**config.mk**
```make
export PLATFORM = sky130hd
export DESIGN_NAME = led_beat_scanner
export DESIGN_NICKNAME = d
export VERILOG_FILES = /design/src/rtl/led_beat_scanner.sv
export SDC_FILE = /design/constraint.sdc
export NUM_CORES = 1
export LEC_CHECK = 0
export CORE_UTILIZATION = 54
export CTS_BUF_LIST = sky130_fd_sc_hd__clkbuf_8 sky130_fd_sc_hd__clkbuf_16
export CTS_CLUSTER_DIAMETER = 200
export DETAILED_ROUTE_END_ITERATION = 16
export PLACE_DENSITY = 0.78
export SLEW_MARGIN = 20
export SYNTH_ARGS = -nofsm -noshare
export SYNTH_HDL_FRONTEND = slang
export SYNTH_SLANG_ARGS = --single-unit
```
**constraint.sdc**
```tcl
create_clock -name clk -period 2.1 [get_ports clk]
set_input_delay 0.42 -clock clk [delete_from_list [all_inputs] [get_ports clk]]
set_output_delay 0.42 -clock clk [all_outputs]
set_load 0.02 [all_outputs]
```
**src/rtl/led_beat_scanner.sv**
```systemverilog
// rtl/led_beat_scanner.sv - LED scan chain driver with per-beat blink and forward/reverse/ping-pong/hold stepping (optional ping-pong: LED_BEAT_PINGPONG_EN)
module led_beat_scanner #(
    parameter int N_LED  = 8,
    parameter int PERIOD = 2400,
    localparam int IW    = (N_LED > 1) ? $clog2(N_LED) : 1
) (
    input  logic             clk,
    input  logic             rst_n,
    input  logic             en,
    input  logic [1:0]       mode,
    output logic [N_LED-1:0] led_out,
    output logic [IW-1:0]    led_idx,
    output logic             beat_done
);

    localparam int CW = $clog2(PERIOD);
    localparam int Q  = PERIOD / 4;

    localparam logic [CW-1:0]    CNT_MAX = CW'(PERIOD - 1);
    localparam logic [CW-1:0]    Q1      = CW'(Q);
    localparam logic [CW-1:0]    Q2      = CW'(2 * Q);
    localparam logic [CW-1:0]    Q3      = CW'(3 * Q);
    localparam logic [IW-1:0]    IDX_MAX = IW'(N_LED - 1);
    localparam logic [N_LED-1:0] ONE     = N_LED'(1);

    logic [CW-1:0] cnt;
    logic          wrap;
    logic          on_phase;
    logic [IW-1:0] idx_fwd;
    logic [IW-1:0] idx_rev;
    logic [IW-1:0] idx_next;

`ifdef LED_BEAT_PINGPONG_EN
    logic dir;        // 1 = stepping up
    logic pp_active;  // last wrap was taken in ping-pong mode
    logic pp_up;
`endif

    assign wrap     = (cnt == CNT_MAX);
    assign on_phase = (cnt < Q1) || ((cnt >= Q2) && (cnt < Q3));

    // Next LED index for the upcoming wrap, selected by the mode sampled on that cycle
    always_comb begin
        idx_fwd  = (led_idx == IDX_MAX) ? '0 : led_idx + 1'b1;
        idx_rev  = (led_idx == '0) ? IDX_MAX : led_idx - 1'b1;
        idx_next = led_idx;
`ifdef LED_BEAT_PINGPONG_EN
        // Fresh entry into ping-pong starts upward unless already at the top end
        pp_up = pp_active ? dir : (led_idx != IDX_MAX);
        if (pp_up && (led_idx == IDX_MAX)) begin
            pp_up = 1'b0;
        end else if (!pp_up && (led_idx == '0)) begin
            pp_up = 1'b1;
        end
`endif
        case (mode)
            2'b00: idx_next = idx_fwd;
            2'b01: idx_next = idx_rev;
`ifdef LED_BEAT_PINGPONG_EN
            2'b10: idx_next = (N_LED == 1) ? led_idx :
                              (pp_up ? led_idx + 1'b1 : led_idx - 1'b1);
`else
            2'b10: idx_next = idx_fwd;
`endif
            default: idx_next = led_idx;
        endcase
    end

    // Phase counter, index stepping and registered LED/beat outputs; en low freezes everything
    always_ff @(posedge clk or negedge rst_n) begin
        if (!rst_n) begin
            cnt       <= '0;
            led_idx   <= '0;
            led_out   <= '0;
            beat_done <= 1'b0;
`ifdef LED_BEAT_PINGPONG_EN
            dir       <= 1'b1;
            pp_active <= 1'b0;
`endif
        end else if (en) begin
            led_out   <= on_phase ? (ONE << led_idx) : '0;
            beat_done <= wrap;
            if (wrap) begin
                cnt     <= '0;
                led_idx <= idx_next;
`ifdef LED_BEAT_PINGPONG_EN
                if (mode == 2'b10) begin
                    dir <= pp_up;
                end
                pp_active <= (mode == 2'b10);
`endif
            end else begin
                cnt <= cnt + 1'b1;
            end
        end else begin
            led_out   <= '0;
            beat_done <= 1'b0;
        end
    end

endmodule

```
**Gate-type map**

Drawn at 12 px/um.
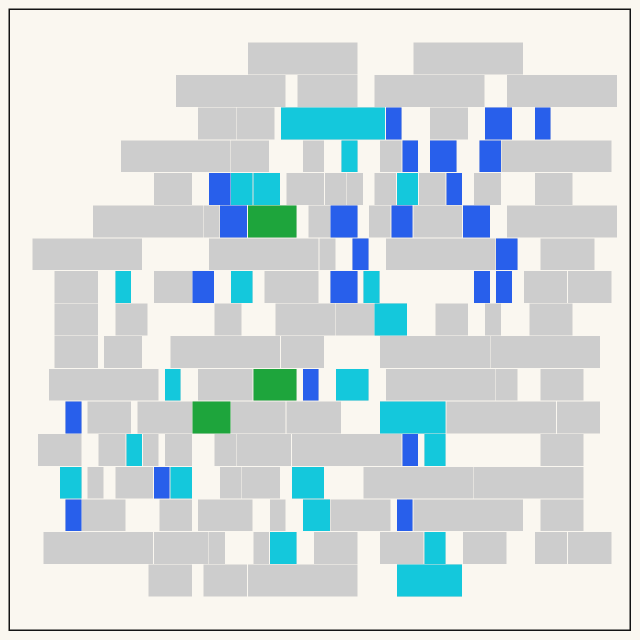
color	family	cells
green	AND-OR and OR-AND gates	3
blue	NAND gates	24
cyan	NOR gates	21
final non-filler cell total: 172
Comb/total area: 0.414
most frequent logic cell in the layout: dfrtp_1

**Close-up of the layout**

Region (11, 0) to (41, 30) um. Cells in gray, sequential cells in the stronger gray; small squares are vias.
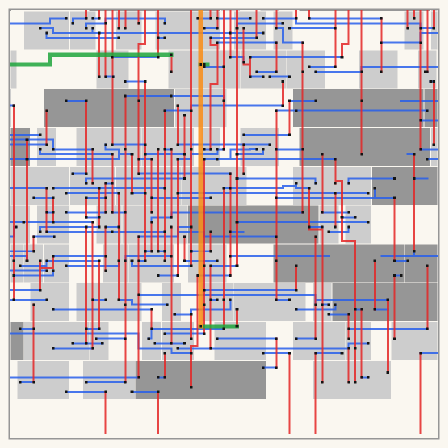
color	layer
red	met2
orange	met4
blue	met1
green	met3
netlist names of flops here include	led_out (7), led_idx (1)
cells with their middle in the window	60
most frequent	dfrtp_1 (8), ha_1 (7)
sequential cells in the window	8

==> impl_metrics.ini <==
; synthesis and place-and-route metrics
[status]
status = completed

[power_and_ir_drop]
leakage_nw = 0.674
power_mw = 1.07
p_per_area_nw_per_um2 = 696
vdd_drop_max_v = 0.000583

[floorplanning]
core-area_um2 = 2280
die_h_um = 51.6
dieArea_um2 = 2670
taps = 28
ioPinCount = 17
row_count = 17

[global_route]
gr-usage-met1 = 0.315
grt_use_met2 = 0.370
grt_pass1_wl_mm = 4.60
grtUsageTotal = 0.236
top_usage_layer = met2
antenna_found_initial = 0
grt_use_met3 = 0.0292
grt_max_degree = 25

[logic_synthesis]
edf_count = 0
syn_inst = 129
ys_async_sr_fraction = 1.00
adder_share = 0.0753
synth.cell_area_um2 = 1330
ys_sh_xor = 0.0461
synth_top_area_share = 0.452
ys_sh_simple = 0.230
ys_cells = 129
ys_ff = 24
avgSynthCellArea_um2 = 10.3
synth_area_leader_cell = dfrtp_1
yosysUniqueCellTypes = 35
synth_seq_share = 0.452
topCellsByArea = dfrtp_1 (45%), ha_1 (7.5%), xnor2_1 (4.0%), nand2_1 (3.7%), mux2i_1 (3.0%)
synth.logic.top_family = simple AND/OR/NAND/NOR gates
synthFlopType = dfrtp_1

[detailed_routing]
drtIter0Drc = 22
vias = 1034
drc = 0
wire_per_inst_um = 14.9
drt_wl_total_mm = 2.56
ant_nets = 0
dr.pass1.iters = 4

[clock_tree]
cts.sinks = 24
cts_setup_buffers = 0
cts_hold_buf = 0
cts_tree = done
cts.clk_slew.worst_paths_ps = 80
htreeDepth = 1
clock_path_buffers = 2
numCtsBuffers = 3
cts_resized = 0

[final_timing]
fin_crit_ps = 1800
setup_viol = 0
tightest_slew_ps = 358
period_used_share = 0.859
hold-worst-slack_ps = 510
slew_headroom = 0.755
grt_setup_unrepaired = false
final_hold_viol_count = 0

[setup_path]
critPathMaxFanout = 12
worstPathRequired_ps = 2260
critPathCaptureType = flop
crit_path_start_kind = primary input
crit_arrival_ps = 1960
path_class = primary input to flop

[run]
cap_viol_max_count = 0
log.warning_count = 31

[final_layout]
fin_util = 0.675
num_antenna_cells = 0
area_delta_synth_final_pct = 15.5
drive_above_1_share = 0.0833
nMultiInputCombCells = 88
largest_class = logic gates
buf_share = 0.124
logic_area_um2 = 636
final_cell_mix = dfrtp_1 (24), clkdlybuf4s50_1 (16), nand2_1 (13), inv_1 (9), ha_1 (8)
nNetsFinal = 159
clkCellAreaFrac = 0.0269

[placement]
placed_area_um2 = 1500
dpl.hpwl_mm = 1.79
**Clock wires, drivers and flops**

Drawn at 8 px/um.
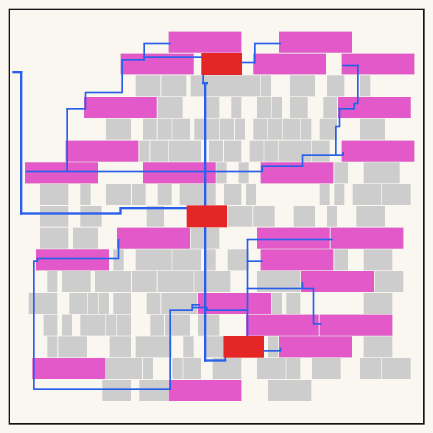
[red] cells driving clock nets | count: 3
[blue] clock wires | length: 302 um
[magenta] flip-flops | count: 24
flops lie	all over the die
routed clock nets	4
clock group power: 0.269 mW
Clock Skew: 2.99 ps
Clock Power Share: 0.251
clk ins delay skew pair: 270 ps

[worst paths after layout]
check	depth (start not counted)	from	endpoint	slack, ps
max in group asynchronous	2	rst_n	cnt[4]	1350
hold / removal	2	rst_n	led_out[5]	510
setup reg to reg	5	cnt[0]	led_idx[0]	300
hold reg to reg	1	cnt[0]	cnt[0]	560
setup / recovery	6	en	cnt[11]	300
min in group clk	1	cnt[0]	cnt[0]	560
[synthesized netlist by cell type, types with 3 or more instances]
| cell type | number |
|---|---|
| dfrtp_1 | 24 |
| nor2_1 | 5 |
| nor3b_1 | 3 |
| ha_1 | 8 |
| nand4_1 | 5 |
| mux2i_1 | 4 |
| buf_6 | 3 |
| nand2_1 | 13 |
| nor3_1 | 7 |
| a31oi_1 | 3 |
| inv_1 | 9 |
| a21oi_1 | 7 |
| xnor2_1 | 6 |
| nand3_1 | 5 |
| buf_2 | 3 |
[critical path: stages]
cell and delay [ps]:
clkdlybuf4s50_1 480, buf_4 180, nand4_1 150, nor2_1 350
a311oi_1 160, a41o_1 230
[per-layer routing]
| layer | up-vias | routed length, um | part of all wire |
|---|---|---|---|
| li1 | 493 | - | - |
| met1 | 507 | 1200 | 0.47 |
| met2 | 29 | 1210 | 0.47 |
| met3 | 5 | 94 | 0.037 |
| met4 | 0 | 52 | 0.020 |
| met5 | - | 0 | 0 |
[where the power goes]
| group | total, mW | switching (mW) | internal (mW) | leakage [nW] |
|---|---|---|---|---|
| clock network | 0.269 | 0.140 | 0.128 | 0.0216 |
| registers | 0.646 | 0.129 | 0.517 | 0.302 |
| logic | 0.154 | 0.0795 | 0.0748 | 0.351 |
| total | 1.07 | 0.349 | 0.721 | 0.674 |
[flip-flops by register name (all words and copies together) (netlist names)]
signal,cells
cnt,12
led_out,8
led_idx,3
beat_done,1
Power is estimated from default activity; no workload was simulated.
